[src/rtl/alu_operand_rf.sv]
// Operand-issue stage: 8x16 register file, two read ports, valid/ready operand register to the ALU.
// Optional same-edge write forwarding into the reads is enabled by defining ALU_OPERAND_RF_BYPASS_EN.
module alu_operand_rf #(
    parameter int DATA_W = 16,
    parameter int NREGS  = 8,
    parameter int AW     = 3,
    parameter int CTL_W  = 7
) (
    input  logic              clk,
    input  logic              rst_n,
    input  logic              in_valid,
    output logic              in_ready,
    input  logic [AW-1:0]     in_rs,
    input  logic [AW-1:0]     in_rt,
    input  logic [CTL_W-1:0]  in_ctl,
    input  logic              wr_en,
    input  logic [AW-1:0]     wr_addr,
    input  logic [DATA_W-1:0] wr_data,
    output logic              out_valid,
    input  logic              out_ready,
    output logic [DATA_W-1:0] out_a,
    output logic [DATA_W-1:0] out_b,
    output logic [CTL_W-1:0]  out_ctl
);

    logic [DATA_W-1:0] regs_q [NREGS];
    logic [DATA_W-1:0] regs_d [NREGS];

    logic              out_valid_q, out_valid_d;
    logic [DATA_W-1:0] out_a_q, out_a_d;
    logic [DATA_W-1:0] out_b_q, out_b_d;
    logic [CTL_W-1:0]  out_ctl_q, out_ctl_d;

    logic              accept;
    logic [DATA_W-1:0] rd_a, rd_b;

    // Writes are independent of the handshake, so a stall never blocks them.
    for (genvar gi = 0; gi < NREGS; gi++) begin : g_wr
        assign regs_d[gi] = (wr_en && (wr_addr == AW'(gi))) ? wr_data : regs_q[gi];
    end

    always_comb begin
`ifdef ALU_OPERAND_RF_BYPASS_EN
        rd_a = (wr_en && (wr_addr == in_rs)) ? wr_data : regs_q[in_rs];
        rd_b = (wr_en && (wr_addr == in_rt)) ? wr_data : regs_q[in_rt];
`else
        rd_a = regs_q[in_rs];
        rd_b = regs_q[in_rt];
`endif
    end

    assign in_ready = !out_valid_q || out_ready;
    assign accept   = in_valid && in_ready;

    always_comb begin
        out_valid_d = out_valid_q;
        out_a_d     = out_a_q;
        out_b_d     = out_b_q;
        out_ctl_d   = out_ctl_q;
        if (accept) begin
            out_valid_d = 1'b1;
            out_a_d     = rd_a;
            out_b_d     = rd_b;
            out_ctl_d   = in_ctl;
        end else if (out_ready) begin
            out_valid_d = 1'b0;
        end
    end

    always_ff @(posedge clk or negedge rst_n) begin
        if (!rst_n) begin
            for (int i = 0; i < NREGS; i++) begin
                regs_q[i] <= '0;
            end
            out_valid_q <= 1'b0;
            out_a_q     <= '0;
            out_b_q     <= '0;
            out_ctl_q   <= '0;
        end else begin
            regs_q      <= regs_d;
            out_valid_q <= out_valid_d;
            out_a_q     <= out_a_d;
            out_b_q     <= out_b_d;
            out_ctl_q   <= out_ctl_d;
        end
    end

    assign out_valid = out_valid_q;
    assign out_a     = out_a_q;
    assign out_b     = out_b_q;
    assign out_ctl   = out_ctl_q;

endmodule
[config.mk]
export PLATFORM = sky130hd
export DESIGN_NAME = alu_operand_rf
export DESIGN_NICKNAME = d
export VERILOG_FILES = /design/src/rtl/alu_operand_rf.sv
export SDC_FILE = /design/constraint.sdc
export NUM_CORES = 1
export LEC_CHECK = 0
export ABC_AREA = 1
export CORE_MARGIN = 2
export CORE_UTILIZATION = 30
export DETAILED_ROUTE_END_ITERATION = 16
export PLACE_DENSITY_LB_ADDON = 0.12
export SLEW_MARGIN = 20
export SYNTH_ARGS = -nofsm -noshare
export SYNTH_HDL_FRONTEND = slang
export SYNTH_SLANG_ARGS = --single-unit
[constraint.sdc]
create_clock -name clk -period 3.2 [get_ports clk]
set_input_delay 0.96 -clock clk [delete_from_list [all_inputs] [get_ports clk]]
set_output_delay 0.96 -clock clk [all_outputs]
set_load 0.1 [all_outputs]
Fig. 1: cells coloured by class
(1.5 px per um) Fill, decap, tap and diode cells in grey.
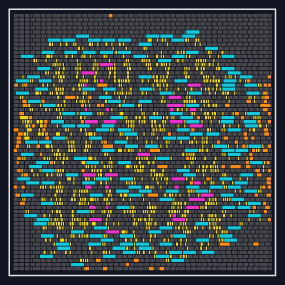
Key: remaining logic cells = yellow [cells 993, share of their area 42%]; registers = cyan [cells 168, share of their area 42%]; clock drivers and dummy loads = magenta [cells 32, share of their area 6.0%]; remaining buffers and delay cells = orange [cells 108, share of their area 9.9%]
fraction of area in registers: 0.3971
Rows: 63
Finished Cell Area: 10590 um2
fin util: 0.3591
core area: 29480 um2

Fig. 2: clock distribution
(3 px per um)
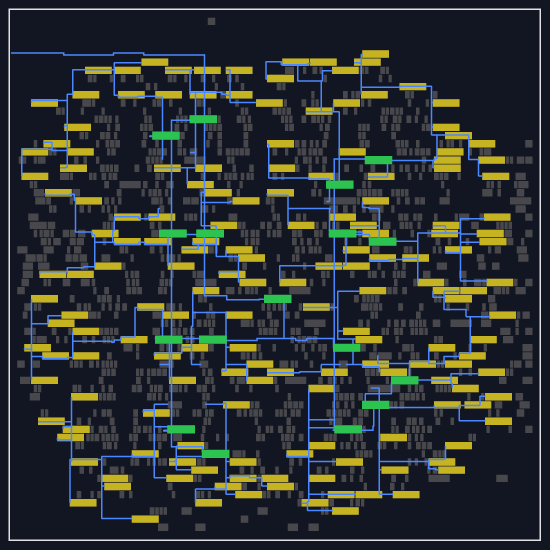
Key: flip-flops = yellow [count 168]; clock-net drivers = green [count 17]; clock wires = blue [length 2490 um]
Position of the flops: widely spread.
Clock Skews: 0.009459 ns
Clk pwr share: 0.306
clock-net power: 2.13 mW
Insertion Delay late pin: 0.44 ns

Fig. 3: cell outlines without signal wires
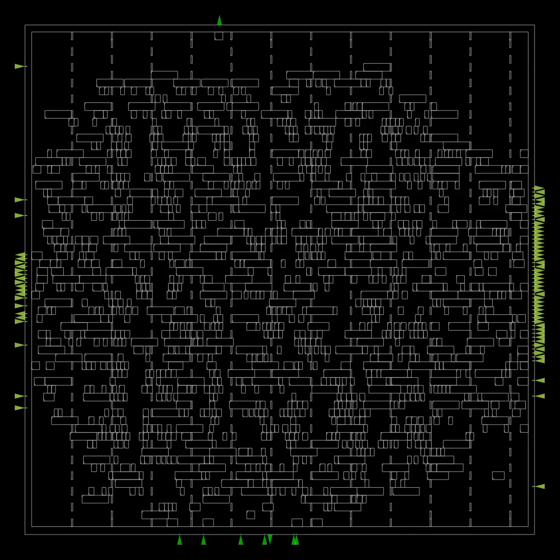
Layout fillers: 3189
Layout Cells excl Fill: 1691

Fig. 4: power grid
(2 px per um) Pins as bars on the die edge.
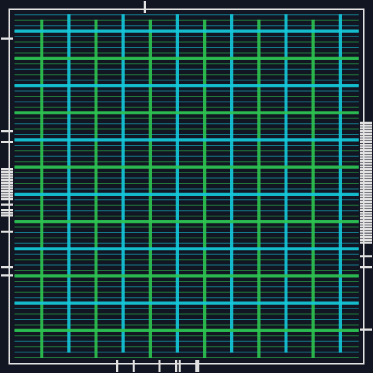
Key: VSS = green; VDD = cyan
12 straps on met4. 64 met1 rails follow the rows. 12 straps on met5. 78 signal pins sit on the boundary.
DIE HEIGHT: 176.5 um
Peak VDD IR: 0.0002977 V
die span in x: 176.5 um

==> flow_summary.yaml <==
# flow metrics
outcome:
  outcome: "finished clean"
finish:
  final_common_cell: "nand2_1"
  logic_area_um2: 3701
  area_growth_pct: 18.58
  antennaDiodeCount: 0
  final_layout_size_suffix_gt1_frac: 0.1099
  seq_area_um2: 4204
  nNetsFinal: 1325
  final_cell_mix: "nand2_1 (471), nand3_1 (224), dfrtp_1 (168), inv_1 (150), o21ai_0 (79)"
run:
  drv_cap: 0
final_timing:
  setup_viol: 0
  post-route-period-util: 0.8458
  slew_viol_final: 0
  holdWs_ns: 0.3960
  max_freq_ghz: 0.3695
  tightest_slew_ns: 0.8351
  hold_violations: 0
  rsz0062_at_grt: "no"
  period_needed_ns: 2.707
  setup_slack_ns: 0.4934
logic_synthesis:
  syn_area_um2: 8927
  synth_area_per_cell_um2: 7.205
  synth-simple-area-share: 0.3350
  syn_nets: 1276
  ys_types: 19
  ys_sh_aoi: 0.07933
  xor_share: 0
  ys_top_logic_family: "simple AND/OR/NAND/NOR gates"
  ys_ff: 168
  ys_sh_mux: 0
  yosysWarnings: 0
  ys_cells: 1239
  ys_area_um2: 8927
  adder_share: 0
  synthCells: 1239
routing:
  vias: 8001
  met1_length_um: 14730
  dr_wl_met3_um: 1350
  wl_per_cell_um: 17.54
  drt-vias-per-instance: 4.732
  drc: 0
  drt_first_pass_iters: 5
  drt_iter0_drc: 672
  drt-total-wl_um: 29650
  antenna_left: 0
global_routing:
  grt_pass1_vias: 8007
  globalRouteMet1Util: 0.2846
  use_met2: 0.3136
  gr-total-overflow: 0
  grt_max_degree: 65
  grt_usage: 0.2006
  grt_util_met3: 0.03768
  antenna_found_initial: 0
  grt-busiest-layer: "met2"
placement:
  dp_hpwl_um: 18170
  post-place-cells: 1659
  io_buffers: 77
  place_ws_ns: 0.4834
  gp_congestion: 0.7790
setup_path:
  crit_fanout: 3
  cpMaxStageDelayCell: "clkdlybuf4s50_1"
  worstSetupPathType: "primary input to output port"
  reg2reg_slack_ns: 1.88
  worstRegToRegCells: 5
  crit_end: "in_ready"
  startpoint: "out_ready"
  cp_data_arrival_time_ns: 1.75
  cpLargestDelayFamily: "buffers and inverters"
  slowest_delay_ns: 0.46
  required_ns: 2.24
  critPathCaptureType: "output port"
  cp-start-kind: "primary input"
  crit_chain: "clkdlybuf4s50_1 > inv_1 > nand2_2 > buf_12"
  path_depth: 4
  crit_buf_inv: 3
floorplanning:
  fp_util: 0.3028
power_and_ir_drop:
  p_sw_mw: 2.634
  p_int_mw: 4.326
  switching_share: 0.3784
  combPwrFrac: 0.304
  finalPower_mw: 6.961
  power_density_nw_per_um2: 657.5
  p_seq_frac: 0.391
cts:
  postCtsSetupBuffers: 0
  htreeDepth: 4
  cts_tree: "built"
  clockBufferDepth: 2
  cts.sinks: 168
  hold_buffers: 0
  cts_buffers: 17
  clkTransAtPathRegs_ns: 0.07
worst_hold_path:
  hp-class: "primary input to async pin"
[metrics by stage]
stage                 util  cell area, um2
global route        0.3591           10590
CTS                 0.3591           10590
finish              0.3591           10590
floorplan                -            8927
global placement    0.3386            9983
detailed placement  0.3386            9983
[power groups by stage]
stage | clock (mW) | sequential, mW | combinational [mW]
final | 2.13 | 2.72 | 2.11
after global routing | 2.26 | 2.77 | 2.35
after CTS | 2.19 | 2.72 | 2.14
after detailed placement | 0 | 2.76 | 2.13
after global placement | 0 | 2.75 | 2.12
after floorplan | 0 | 3.37 | 0.920
[flip-flops by register name, indices dropped and copies added (netlist names)]
name       cells
out_ctl        7
out_a         16
regs_q       128
out_valid      1
out_b         16
[cells by family (layout without fill, tap and decap cells)]
| logic type | Yosys count | count (layout) |
|---|---|---|
| AND/OR/NAND/NOR | 709 | 709 |
| buffers and inverters | 234 | 296 |
| flip-flops | 168 | 168 |
| AND-OR/OR-AND | 128 | 128 |
[synthesized netlist by cell type]
library cell / n / area (um2)
buf_1: 2 / 7.510
buf_2: 45 / 225.2
buf_4: 14 / 105.1
buf_6: 5 / 56.30
clkbuf_1: 12 / 45.04
dfrtp_1: 168 / 4204
inv_1: 150 / 563.0
inv_2: 6 / 22.52
nand2_1: 472 / 1772
nand2_2: 7 / 43.79
nand3_1: 224 / 1121
nand3_2: 1 / 10.01
nor2_1: 1 / 3.750
nor2_2: 2 / 12.51
nor2_4: 1 / 11.26
nor3_4: 1 / 16.27
o21ai_0: 79 / 395.4
o21ai_1: 31 / 155.2
o21ai_2: 18 / 157.7
[cell type report]
class                   instances  share of cell area
clock buffers                  22             0.04574
clock inverters                10             0.01123
inverters                     156             0.05531
multi-input cells             837              0.3496
flip-flops and latches        168              0.3971
well taps                     390             0.04609
repair buffers                108             0.09491
Power and IR drop assume default switching activity.
